### src/rtl/mem_access_sequencer_if.sv
// Control-unit handshake and RAM/datapath memory-side signals of the memory access sequencer.
// master = control unit + RAM side, slave = the sequencer.
interface mem_access_sequencer_if;
    logic       req;
    logic [1:0] op;
    logic       busy;
    logic       done;
    logic       err;
    logic [1:0] phase;
    logic       MFC;
    logic       MFA;
    logic       RW_RAM;
    logic       MAR_EN;
    logic       MDR_EN;
    logic       IR_EN;
    logic       SMA;
    logic       SGN_EN;

    modport master (
        output req, op, MFC,
        input  busy, done, err, phase, MFA, RW_RAM, MAR_EN, MDR_EN, IR_EN, SMA, SGN_EN
    );

    modport slave (
        input  req, op, MFC,
        output busy, done, err, phase, MFA, RW_RAM, MAR_EN, MDR_EN, IR_EN, SMA, SGN_EN
    );
endinterface

### src/rtl/mem_access_sequencer.sv
// Sequences one fetch/load/store over MAR/MDR/IR and the RAM MFA/MFC handshake.
// All outputs are Moore-decoded from the registered state and latched op.
module mem_access_sequencer #(
    parameter int TIMEOUT_CYCLES = 15,
    parameter int CNT_W          = 4
) (
    input  logic                   CLK,
    input  logic                   CLR,
    mem_access_sequencer_if.slave  bus
);
    typedef enum logic [2:0] {
        S_IDLE, S_MAR, S_MDR, S_WAIT, S_LATCH, S_DONE, S_ERR
    } state_t;

    localparam logic [1:0] OP_FETCH = 2'b00;
    localparam logic [1:0] OP_LOAD  = 2'b01;
    localparam logic [1:0] OP_STORE = 2'b10;
    localparam logic [1:0] OP_ILL   = 2'b11;

    // WAIT is left on the cycle whose count equals the last allowed value,
    // so WAIT lasts exactly TIMEOUT_CYCLES cycles when MFC never comes.
    localparam logic [CNT_W-1:0] CNT_LAST = CNT_W'(TIMEOUT_CYCLES - 1);

    state_t           state, state_nxt;
    logic [1:0]       op_q;
    logic [CNT_W-1:0] cnt;

    always_ff @(posedge CLK or posedge CLR) begin
        if (CLR) begin
            state <= S_IDLE;
            op_q  <= OP_FETCH;
            cnt   <= '0;
        end else begin
            state <= state_nxt;
            if (state == S_IDLE && bus.req)
                op_q <= bus.op;
            // Held at zero outside WAIT, so it is clear on every WAIT entry.
            if (state != S_WAIT)
                cnt <= '0;
            else if (!bus.MFC)
                cnt <= cnt + 1'b1;
        end
    end

    always_comb begin
        state_nxt = state;
        case (state)
            S_IDLE: begin
                if (bus.req)
                    state_nxt = (bus.op == OP_ILL) ? S_ERR : S_MAR;
            end
            S_MAR:   state_nxt = (op_q == OP_STORE) ? S_MDR : S_WAIT;
            S_MDR:   state_nxt = S_WAIT;
            S_WAIT: begin
                if (bus.MFC)
                    state_nxt = (op_q == OP_STORE) ? S_DONE : S_LATCH;
                else if (cnt == CNT_LAST)
                    state_nxt = S_ERR;
            end
            S_LATCH: state_nxt = S_DONE;
            S_DONE:  state_nxt = S_IDLE;
            S_ERR:   state_nxt = S_IDLE;
            default: state_nxt = S_IDLE;
        endcase
    end

    always_comb begin
        bus.busy   = (state != S_IDLE);
        bus.done   = 1'b0;
        bus.err    = 1'b0;
        bus.phase  = 2'b00;
        bus.MFA    = 1'b0;
        bus.RW_RAM = 1'b1;
        bus.MAR_EN = 1'b0;
        bus.MDR_EN = 1'b0;
        bus.IR_EN  = 1'b0;
        bus.SMA    = 1'b0;
        bus.SGN_EN = 1'b0;
        case (state)
            S_MAR: begin
                bus.phase  = 2'b01;
                bus.MAR_EN = 1'b1;
            end
            S_MDR: begin
                bus.phase  = 2'b10;
                bus.MDR_EN = 1'b1;
            end
            S_WAIT: begin
                bus.MFA    = 1'b1;
                bus.RW_RAM = (op_q != OP_STORE);
            end
            S_LATCH: begin
                bus.MFA = 1'b1;
                if (op_q == OP_FETCH) begin
                    bus.IR_EN = 1'b1;
                end else if (op_q == OP_LOAD) begin
                    bus.MDR_EN = 1'b1;
                    bus.SMA    = 1'b1;
                    bus.SGN_EN = 1'b1;
                end
            end
            S_DONE: bus.done = 1'b1;
            S_ERR: begin
                bus.done = 1'b1;
                bus.err  = 1'b1;
            end
            default: ;
        endcase
    end
endmodule
### src/flat_wrapper.sv
// flat-port wrapper written by rule: the top's interface ports become plain ports
module mem_access_sequencer_flat 
#(
    parameter int TIMEOUT_CYCLES = 15,
    parameter int CNT_W          = 4
)
  (CLK, CLR, bus_req, bus_op, bus_MFC, bus_busy, bus_done, bus_err, bus_phase, bus_MFA, bus_RW_RAM, bus_MAR_EN, bus_MDR_EN, bus_IR_EN, bus_SMA, bus_SGN_EN);
  mem_access_sequencer_if bus_i ();
  input  logic CLK;
  input  logic CLR;
  input wire logic [$bits(bus_i.req)-1:0] bus_req;
  input wire logic [$bits(bus_i.op)-1:0] bus_op;
  input wire logic [$bits(bus_i.MFC)-1:0] bus_MFC;
  output wire logic [$bits(bus_i.busy)-1:0] bus_busy;
  output wire logic [$bits(bus_i.done)-1:0] bus_done;
  output wire logic [$bits(bus_i.err)-1:0] bus_err;
  output wire logic [$bits(bus_i.phase)-1:0] bus_phase;
  output wire logic [$bits(bus_i.MFA)-1:0] bus_MFA;
  output wire logic [$bits(bus_i.RW_RAM)-1:0] bus_RW_RAM;
  output wire logic [$bits(bus_i.MAR_EN)-1:0] bus_MAR_EN;
  output wire logic [$bits(bus_i.MDR_EN)-1:0] bus_MDR_EN;
  output wire logic [$bits(bus_i.IR_EN)-1:0] bus_IR_EN;
  output wire logic [$bits(bus_i.SMA)-1:0] bus_SMA;
  output wire logic [$bits(bus_i.SGN_EN)-1:0] bus_SGN_EN;
  assign bus_i.req = bus_req;
  assign bus_i.op = bus_op;
  assign bus_i.MFC = bus_MFC;
  assign bus_busy = bus_i.busy;
  assign bus_done = bus_i.done;
  assign bus_err = bus_i.err;
  assign bus_phase = bus_i.phase;
  assign bus_MFA = bus_i.MFA;
  assign bus_RW_RAM = bus_i.RW_RAM;
  assign bus_MAR_EN = bus_i.MAR_EN;
  assign bus_MDR_EN = bus_i.MDR_EN;
  assign bus_IR_EN = bus_i.IR_EN;
  assign bus_SMA = bus_i.SMA;
  assign bus_SGN_EN = bus_i.SGN_EN;
  mem_access_sequencer #(.TIMEOUT_CYCLES(TIMEOUT_CYCLES), .CNT_W(CNT_W)) u_core (.CLK(CLK), .CLR(CLR), .bus(bus_i));
endmodule
### config.mk
export PLATFORM = sky130hd
export DESIGN_NAME = mem_access_sequencer_flat
export DESIGN_NICKNAME = d
export VERILOG_FILES = /design/src/rtl/mem_access_sequencer_if.sv /design/src/rtl/mem_access_sequencer.sv /design/src/flat_wrapper.sv
export SDC_FILE = /design/constraint.sdc
export NUM_CORES = 1
export LEC_CHECK = 0
export CAP_MARGIN = 20
export CORE_UTILIZATION = 30
export CTS_BUF_LIST = sky130_fd_sc_hd__clkbuf_4 sky130_fd_sc_hd__clkbuf_8 sky130_fd_sc_hd__clkbuf_16
export CTS_CLUSTER_DIAMETER = 150
export DETAILED_ROUTE_END_ITERATION = 8
export PLACE_DENSITY = 0.53
export SLEW_MARGIN = 20
export SYNTH_ARGS = -nofsm -noshare
export SYNTH_HDL_FRONTEND = slang
export SYNTH_SLANG_ARGS = --single-unit
export TNS_END_PERCENT = 10
### constraint.sdc
create_clock -name CLK -period 1.6 [get_ports CLK]
set_input_delay 0.32 -clock CLK [delete_from_list [all_inputs] [get_ports CLK]]
set_output_delay 0.32 -clock CLK [all_outputs]
set_load 0.005 [all_outputs]
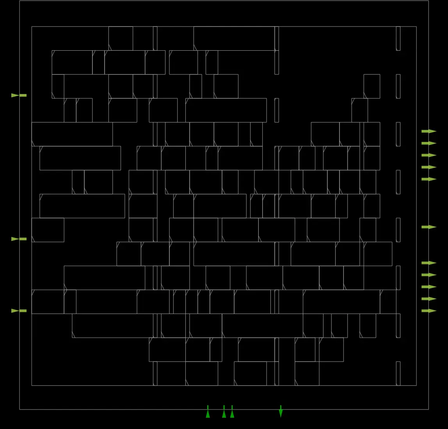
Figure 1: run 1, cell placement.
Seq cells: 9
row cnt: 15
Seq area share: 22.8%
fillers: 166

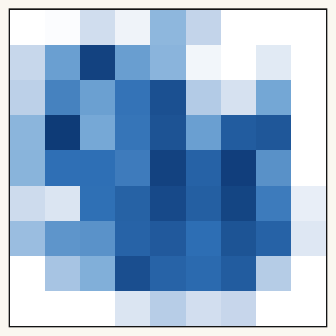
Figure 2: run 1, cell density map.
9 x 9 tiles, from white (low) to dark blue (high), 0 to 100% covered.
tiles over 75% full: 26%
mean over tiles: 45%
densest ninth of the die: middle
emptiest ninth of the die: top right
fullest tile: 96%
nearly empty tiles: 21%
fin util: 55.6%
FP Util: 33.3%
Placeable Area: 1780 sq um

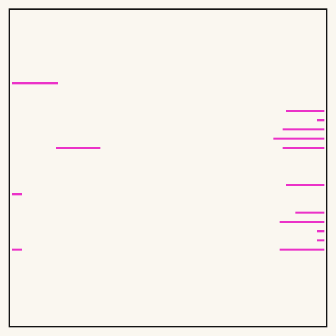
Figure 3: run 1, metal 3.
share of all routed wire: 4.2%
nets with wire on the layer: 14
wire length on this layer: 63.2 um
Routed WL: 1.50 mm
met3 usage: 1.18%
vias: 608

==> deck_impl_summary.md, run 1 <==
Physical Implementation Snapshot

Logic synthesis
  • Ys Warns: 0
  • Yosys stat area: 593 sq um
  • Dominant flop cell: dfrtp_1
  • Ys cells: 67
  • Cell Type Count: 32
  • Number of enable flip-flop cells: 0

Placed design
  • DP HPWL: 1.08 mm
  • Final Wtd Congestion: 0.821

Clock network
  • CTS tree: yes
  • Cts bufs inserted: 3
  • Clock latency on the worst-skew pair: 0.26 ns
  • Worst-path clk slew: 0.06 ns

Critical path
  • Delay-heaviest family, CP: flip-flops
  • Worst path depth: 5
  • Reg2Reg Setup Slack: -0.07 ns
  • CP max stage cell: dfrtp_1
  • CP Cell Sequence: buf_6 > nor4b_4 > buf_4 > or2_1 > buf_2
  • CP max FO: 3
  • CP Launch Type: flip-flop
  • Arrival time worst endpoint: 1.38 ns

Timing
  • Setup slack after layout: -0.105 ns
  • Actual slew at the worst max-slew pin: 0.352 ns
  • Final setup vio count: 7
  • Final Max Tran Viols: 0
  • RSZ-0062 raised after global routing: yes
  • Tmin final: 1.70 ns

Global route
  • Global router's overall resource usage: 17.0%
  • Gr busiest metal: met2
  • First-pass GRT wire length: 2.53 mm
  • Vias in the first global route: 556

Finish
  • Dominant logic cell type in the layout: buf_4
  • Most common logic cells in the final layout: buf_4 (20), nor2_1 (9), dfrtp_1 (8), buf_2 (7)
  • Post-layout nets: 117
  • Share of layout cells above drive strength 1: 43.5%
  • Non-filler cells in the finished layout: 133

Detailed routing
  • Drt drc: 0
  • Initial drt markers: 6
  • Wire length per cell: 11.3 um

Run status
  • Status: complete, but fails checks
  • Failing checks: negative setup slack

Power and ir drop
  • Pleak: 0.493 nW

Floorplanning
  • Total die size: 2160 sq um
  • Die H: 46.5 um

Flow run
  • Number of warnings in the stage logs: 29
-- run 1: Yosys cell counts (2+ instances only) --
cell / number / area, sq um
nor2_1: 10 / 37.5
dfrtp_1: 9 / 225
nand2_1: 5 / 18.8
inv_1: 4 / 15.0
nor2b_1: 3 / 18.8
xor2_1: 3 / 26.3
a311oi_1: 2 / 17.5
a31oi_1: 2 / 12.5
buf_2: 2 / 10.0
ha_1: 2 / 25.0
mux2_1: 2 / 22.5
nand2b_1: 2 / 12.5
o21ai_0: 2 / 10.0
-- run 1: sequential cells by signal, indices dropped and copies added, names as in the netlist --
register,flops
u_core.cnt,4
u_core.state,3
u_core.op_q,2
-- run 1: final timing paths --
path,start,endpoint
setup / recovery,u_core.state[1]$_DFFE_PP0P_,bus_MDR_EN
hold / removal,CLR,u_core.state[1]$_DFFE_PP0P_
setup reg to reg,u_core.state[1]$_DFFE_PP0P_,u_core.state[0]$_DFFE_PP0P_
hold reg to reg,u_core.cnt[3]$_DFFE_PP0P_,u_core.cnt[3]$_DFFE_PP0P_
max in group asynchronous,CLR,u_core.state[2]$_DFFE_PP0P_
min in group CLK,u_core.cnt[3]$_DFFE_PP0P_,u_core.cnt[3]$_DFFE_PP0P_
-- run 1: repair_timing --
item	4_1_cts	5_1_grt
pin swaps	3	0
gates resized	38	16
setup buffers	6	0
setup endpoints to repair	13	13
hold endpoints to repair	0	0
-- run 1: layer usage --
layer	up-vias	part of all wire, %	routed length, um
met4	0	0.60	9
met5	-	0	0
met1	277	51	759
met2	14	45	670
li1	315	-	-
met3	2	4.2	63
-- run 1: logic make-up after synthesis --
| group | share of synthesized area [%] |
|---|---|
| AOI/OAI and AO/OA | 13.7 |
| buffers and inverters | 8.65 |
| muxes | 3.80 |
| DFF | 38.0 |
| xor gates and xnor gates | 5.91 |
| adders and majority gates | 4.22 |
| and+or+nand+nor | 25.7 |
-- run 1: through the flow --
step                setup TNS (ns)  util (%)  power [W]
floorplan                        0         -   0.000883
global placement            -0.991      50.7    0.00149
detailed placement           -1.02      50.7    0.00150
CTS                          -1.01      57.1    0.00188
global route                -0.928      55.6    0.00204
finish                      -0.403      55.6    0.00188
-- run 1: layout make-up --
| cell class | count | area [sq um] |
|---|---|---|
| Fill cell | 166 | 791 |
| Sequential cell | 9 | 226 |
| Inverter | 5 | 18.8 |
| Multi-Input combinational cell | 48 | 360 |
| Clock buffer | 4 | 30.0 |
| Timing Repair Buffer | 42 | 325 |
| Tap cell | 25 | 31.3 |
-- run 1: report_power, final --
group	switching, W	internal [W]	leakage (nW)
registers	0.0000842	0.000311	0.114
logic	0.000535	0.000757	0.360
clock network	0.0000841	0.000113	0.0184
total	0.000703	0.00118	0.493
-- run 1: worst register-to-register path, stage by stage, from the launching register on --
cell     delay, ns
dfrtp_1       0.41
buf_6         0.13
buf_6         0.13
buf_4         0.14
or4_1         0.51
a32o_1        0.23
==> run 1 -> run 2 <==
GPL_TIMING_DRIVEN = 1   (was unset)
TNS_END_PERCENT = 5   (was 10)
clock period = 2.1 ns   (was 1.6 ns; I/O delays follow)
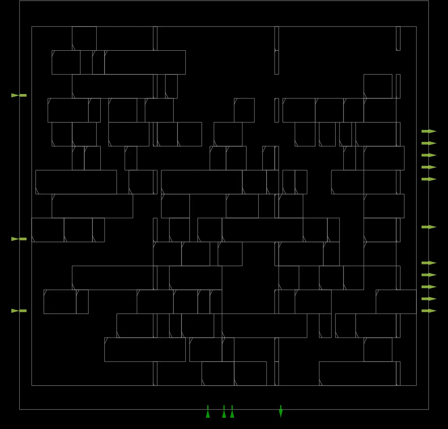
Figure 4: run 2, cell placement.
Seq area share: 25.6%
tap cell count: 25
non-filler cells in the finished layout: 114

==> deck_impl_summary.md, run 2 <==
Physical Implementation Snapshot

Critical path
  • CP max FO: 11 (+8)
  • Reg2Reg Setup Slack: 0.62 ns (+0.69 ns)
  • Arrival time worst endpoint: 1.66 ns (+0.28 ns)
  • Delay-heaviest family, CP: buffers and inverters
  • R2r startpoint: u_core.state[1]$_DFFE_PP0P_

Logic synthesis
  • Ys cells: 67 (unchanged)
  • Cell Type Count: 32 (unchanged)
  • Most frequent cell after synthesis: nor2_1
  • Top cells by count: nor2_1 (10), dfrtp_1 (9), nand2_1 (5)
  • Top cells by area: dfrtp_1 (38%), nor2_1 (6.3%), xor2_1 (4.4%), ha_1 (4.2%), mux2_1 (3.8%)

Run status
  • Status: finished, final reports clean

Detailed routing
  • Routed WL: 1.37 mm (-8.5%)
  • Wire length per cell: 12.1 um (+6.7%)

Clock network
  • Cts bufs inserted: 3 (unchanged)
  • Worst-path clk slew: 0.06 ns (about the same)
  • CTS tree: yes
  • Setup Fix Bufs, Post-CTS: 0 (-6)

Global route
  • First-pass GRT wire length: 2.24 mm (-11%)

Timing
  • Final setup vio count: 0 (-7)
  • Final Max Tran Viols: 0 (unchanged)
  • Tmin final: 2.08 ns

Finish
  • Largest registers: u_core.cnt x4, u_core.state x3, u_core.op_q x2
  • Largest Register: u_core.cnt

Floorplanning
  • Die H: 46.5 um (unchanged)
-- run 2: cells by family after synthesis --
family / count (synthesis) / share of synthesized area [%]
adder cells (fa/ha/maj): 2 / 4.22
AND-OR/OR-AND: 11 / 13.7
multiplexers: 2 / 3.80
XOR/XNOR: 4 / 5.91
AND/OR/NAND/NOR: 29 / 25.7
flip-flops: 9 / 38.0
buffers and inverters: 10 / 8.65
-- run 2: metrics by stage --
stage	TNS [ns]	instance area, sq um	util (%)	cells	worst slack [ns]
6_report	0	886	49.7	114	0.0206
5_1_grt	-0.0866	886	49.7	114	-0.0607
4_1_cts	-0.0559	841	47.2	114	-0.0559
3_5_place_dp	0	807	45.3	110	0.142
3_3_place_gp	0	807	45.3	110	0.165
2_1_floorplan	0	593	-	67	0.461
-- run 2: metal layers --
| metal | up-vias | share of wire, % | routed length [um] |
|---|---|---|---|
| met4 | 0 | 1.7 | 24 |
| met5 | - | 0 | 0 |
| met2 | 17 | 47 | 648 |
| met1 | 258 | 46 | 630 |
| met3 | 4 | 5.2 | 71 |
| li1 | 275 | - | - |
-- run 2: power breakdown --
group	switching, W	internal, W	total [W]
combinational	0.000323	0.000388	0.000712
clock	0.0000653	0.0000864	0.000152
sequential	0.0000777	0.000237	0.000315
total	0.000466	0.000711	0.00118
-- run 2: area by class of cell --
type                            instances  area (sq um)  area share, %
Clock buffer                            4          30.0           3.39
Inverter                                5          18.8           2.12
Multi-Input combinational cell         48           350           39.5
Sequential cell                         9           226           25.6
Tap cell                               25          31.3           3.53
Timing Repair Buffer                   23           229           25.8
-- run 2: worst max-delay path by stage --
stage                                startpoint    endpoint  slack (ns)  cells past startpoint
floorplan           u_core.state[2]$_DFFE_PP0P_     bus_SMA        0.46                      4
global placement    u_core.state[0]$_DFFE_PP0P_  bus_MDR_EN        0.17                      4
detailed placement  u_core.state[0]$_DFFE_PP0P_  bus_MDR_EN        0.14                      4
CTS                 u_core.state[0]$_DFFE_PP0P_  bus_MDR_EN       -0.06                      4
global route        u_core.state[0]$_DFFE_PP0P_  bus_RW_RAM       -0.06                      6
finish              u_core.state[0]$_DFFE_PP0P_  bus_RW_RAM        0.02                      6
-- run 2: what timing repair did --
item / CTS / global route
pin swaps: 1 / 2
resized: 3 / 13
endpoints found under the setup margin: 5 / 7
==> run 2 -> run 3 <==
ABC_AREA = 1   (was unset)
PLACE_DENSITY = unset   (was 0.53)
PLACE_DENSITY_LB_ADDON = 0.1   (was unset)
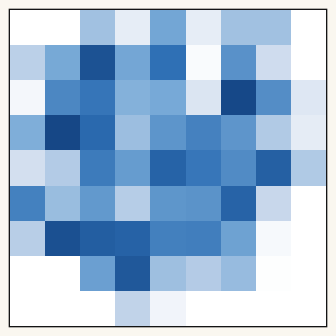
Figure 5: run 3, cell density map.
9 x 9 tiles, from white (low) to dark blue (high), 0 to 100% covered.
fullest tile: 91%
mean over tiles: 39%
emptiest ninth of the die: bottom right
tiles over 75% full: 14%
nearly empty tiles: 21%
fin util: 48.3%
FP Util: 32.9%
Placeable Area: 1760 sq um

==> deck_impl_summary.md, run 3 <==
Physical Implementation Snapshot

Run status
  • Status: finished, final reports clean

Detailed routing
  • Metal2 WL: 630 um (-2.8%)
  • Met1 Wirelength: 645 um (+2.4%)
  • Top layer in use: met3
  • Vias per inst: 4.50
  • DR WL met3: 36 um (-49%)
  • Routed WL: 1.31 mm (-4.5%)
  • Wire length per cell: 10.1 um (-16%)

Critical path
  • CP max stage delay: 0.50 ns
  • Crit path from: u_core.state[0]$_DFFE_PP0P_
  • R2r startpoint: u_core.state[0]$_DFFE_PP0P_
  • Arrival time worst endpoint: 1.59 ns (-0.07 ns)
  • CP max FO: 6 (-5)
  • CP endpoint: bus_SMA
  • CP max stage cell: clkdlybuf4s50_1
  • Reg2Reg Setup Slack: 0.86 ns (+0.24 ns)
  • Worst-case reg-to-reg path depth: 7

Logic synthesis
  • Ys cells: 83 (+24%)
  • Top cells by count: nand2_1 (16), inv_1 (14), nor2_1 (12)
  • Cell Type Count: 16 (-50%)
  • Top cells by area: dfrtp_1 (39%), nand2_1 (10%), inv_1 (9.1%), nand3_1 (7.8%), nor2_1 (7.8%)
  • Most frequent cell after synthesis: nand2_1
  • Ys Warns: 0

Floorplanning
  • Die H: 46.0 um (-1.0%)
  • Total die size: 2120 sq um
  • Row cnt: 15

Clock network
  • CTS tree: yes
  • Worst-path clk slew: 0.06 ns (about the same)
  • Clock latency on the worst-skew pair: 0.26 ns
  • # hold bufs at CTS: 0

Power and ir drop
  • Design Power: 0.00104 W

Finish
  • MI comb area: 314 sq um (-10%)
  • Flop area: 229 sq um (+1.1%)
  • Layout area overhead: 46.8%
  • Final instance area: 852 sq um (-3.8%)
  • Largest registers: u_core.cnt x4, u_core.state x3, u_core.op_q x2
  • Largest Register: u_core.cnt

Global route
  • Global router's overall resource usage: 14.0%
  • First-pass GRT wire length: 2.05 mm (-8.6%)
  • Largest net degree at the start of global routing: 10
  • Vias in the first global route: 474

Timing
  • Worst Skew: 0.00491 ns
  • Actual slew at the worst max-slew pin: 0.339 ns
  • Tmin final: 2.01 ns (-0.0677 ns)
  • Final Max Tran Viols: 0 (unchanged)
  • Final setup vio count: 0 (unchanged)
  • Setup TNS: 0 ns (unchanged)
## run 3: metal layers
metal | vias up | GRT usage, %
li1 | 305 | -
met1 | 272 | 19.0
met2 | 8 | 21.1
met3 | 0 | 5.95
met4 | 0 | 1.76
met5 | - | 0
## run 3: critical path, delay by kind of cell, from the launching register on
| family | cells | cell delay [ns] |
|---|---|---|
| buffers and inverters | 1 | 0.50 |
| flip-flops | 1 | 0.46 |
| AND/OR/NAND/NOR | 3 | 0.38 |
## run 3: logic make-up after synthesis
| kind of cell | count (synthesis) | share of synthesized area [%] |
|---|---|---|
| AND/OR/NAND/NOR | 43 | 33.8 |
| buffers and inverters | 17 | 11.6 |
| flip-flops | 9 | 38.8 |
| AND-OR/OR-AND | 12 | 11.4 |
| adder cells (fa/ha/maj) | 2 | 4.31 |
## run 3: through the flow
step | worst slack [ns] | utilization [%] | std cells | hold WS [ns]
after floorplan | 0.695 | - | 83 | 0.248
after global placement | 0.237 | 44.3 | 125 | 0.483
after detailed placement | 0.218 | 44.3 | 125 | 0.491
after CTS | 0.0122 | 46.4 | 129 | 0.421
after global routing | 0.0000970 | 48.3 | 130 | 0.436
final | 0.0884 | 48.3 | 130 | 0.414
## run 3: report_power, final
| group | total, W | leakage, nW | switching [W] | internal [W] |
|---|---|---|---|---|
| clock | 0.000129 | 0.0177 | 0.0000594 | 0.0000701 |
| sequential | 0.000314 | 0.110 | 0.0000825 | 0.000232 |
| combinational | 0.000593 | 0.314 | 0.000302 | 0.000291 |
| total | 0.00104 | 0.442 | 0.000444 | 0.000593 |
## run 3: final cells by class
cell class | count | share of cell area (%)
clock buffer | 3 | 2.64
clock inverter | 1 | 0.587
tap | 25 | 3.67
multi-input combinational | 57 | 36.9
inverter | 16 | 7.05
timing repair buffer | 19 | 22.3
sequential | 9 | 26.9
## run 3: worst min-delay path by stage
stage          slack (ns)  depth (start not counted)                 startpoint                        end
3_5_place_dp         0.49                          1  u_core.cnt[2]$_DFFE_PP0P_  u_core.cnt[2]$_DFFE_PP0P_
3_3_place_gp         0.48                          1  u_core.cnt[2]$_DFFE_PP0P_  u_core.cnt[2]$_DFFE_PP0P_
5_1_grt              0.44                          2                        CLR  u_core.cnt[3]$_DFFE_PP0P_
2_1_floorplan        0.25                          1                        CLR  u_core.cnt[0]$_DFFE_PP0P_
4_1_cts              0.42                          2                        CLR  u_core.cnt[3]$_DFFE_PP0P_
6_report             0.41                          2                        CLR  u_core.cnt[3]$_DFFE_PP0P_
## run 3: what timing repair did
action                     in CTS  in global routing
pin swaps                       0                  2
setup endpoints to repair       3                  8
gates resized                   3                 11
buffers inserted                0                  1

==> gallery <==
I/O pins on the die edge.
Pins as bars across the die edge, other pins in gray.
image #1
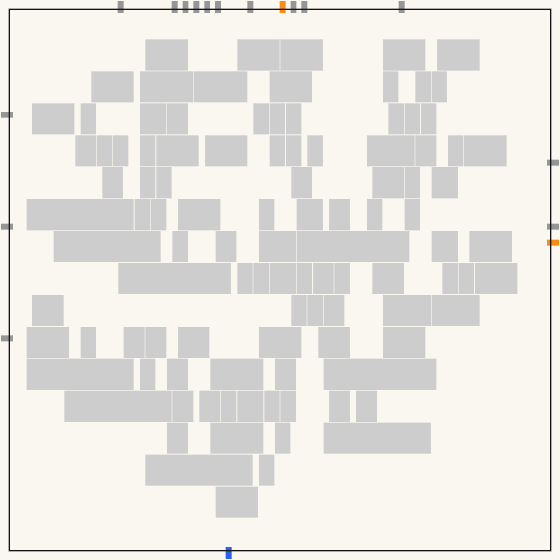
image #2
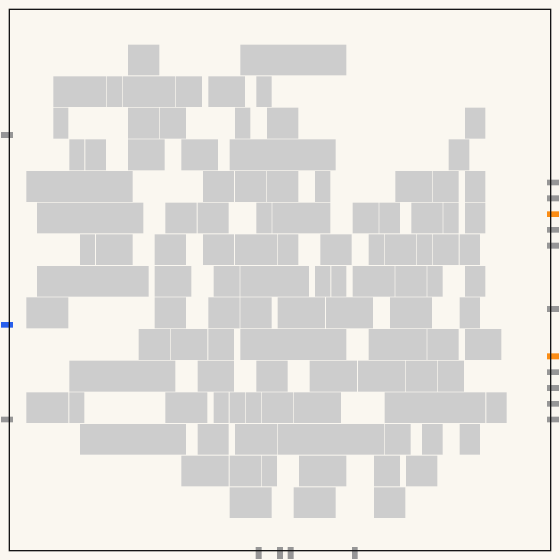
image #3
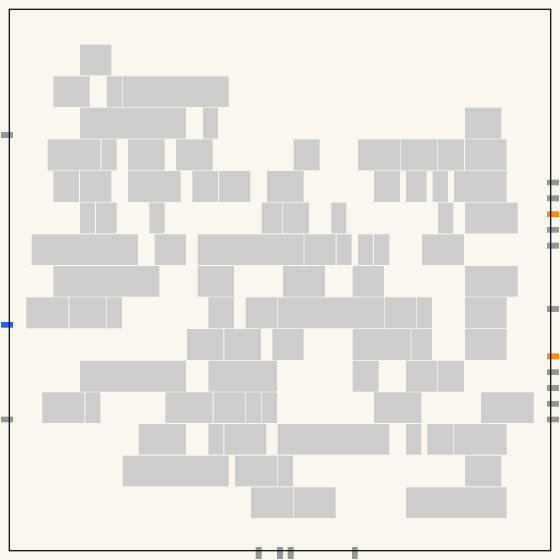
| from | picture |
|---|---|
| run 2 | image #3 |
| run 1 | image #2 |
| run 3 | image #1 |

Key to image #3:
| port | color | pins | direction | edge |
|---|---|---|---|---|
| bus_MFC | blue | 1 | input | left |
| bus_phase | orange | 2 | output | right |
all pins by edge: 11 right, 4 bottom, 3 left

No activity file was given, so power comes from the tool's default toggle rates.
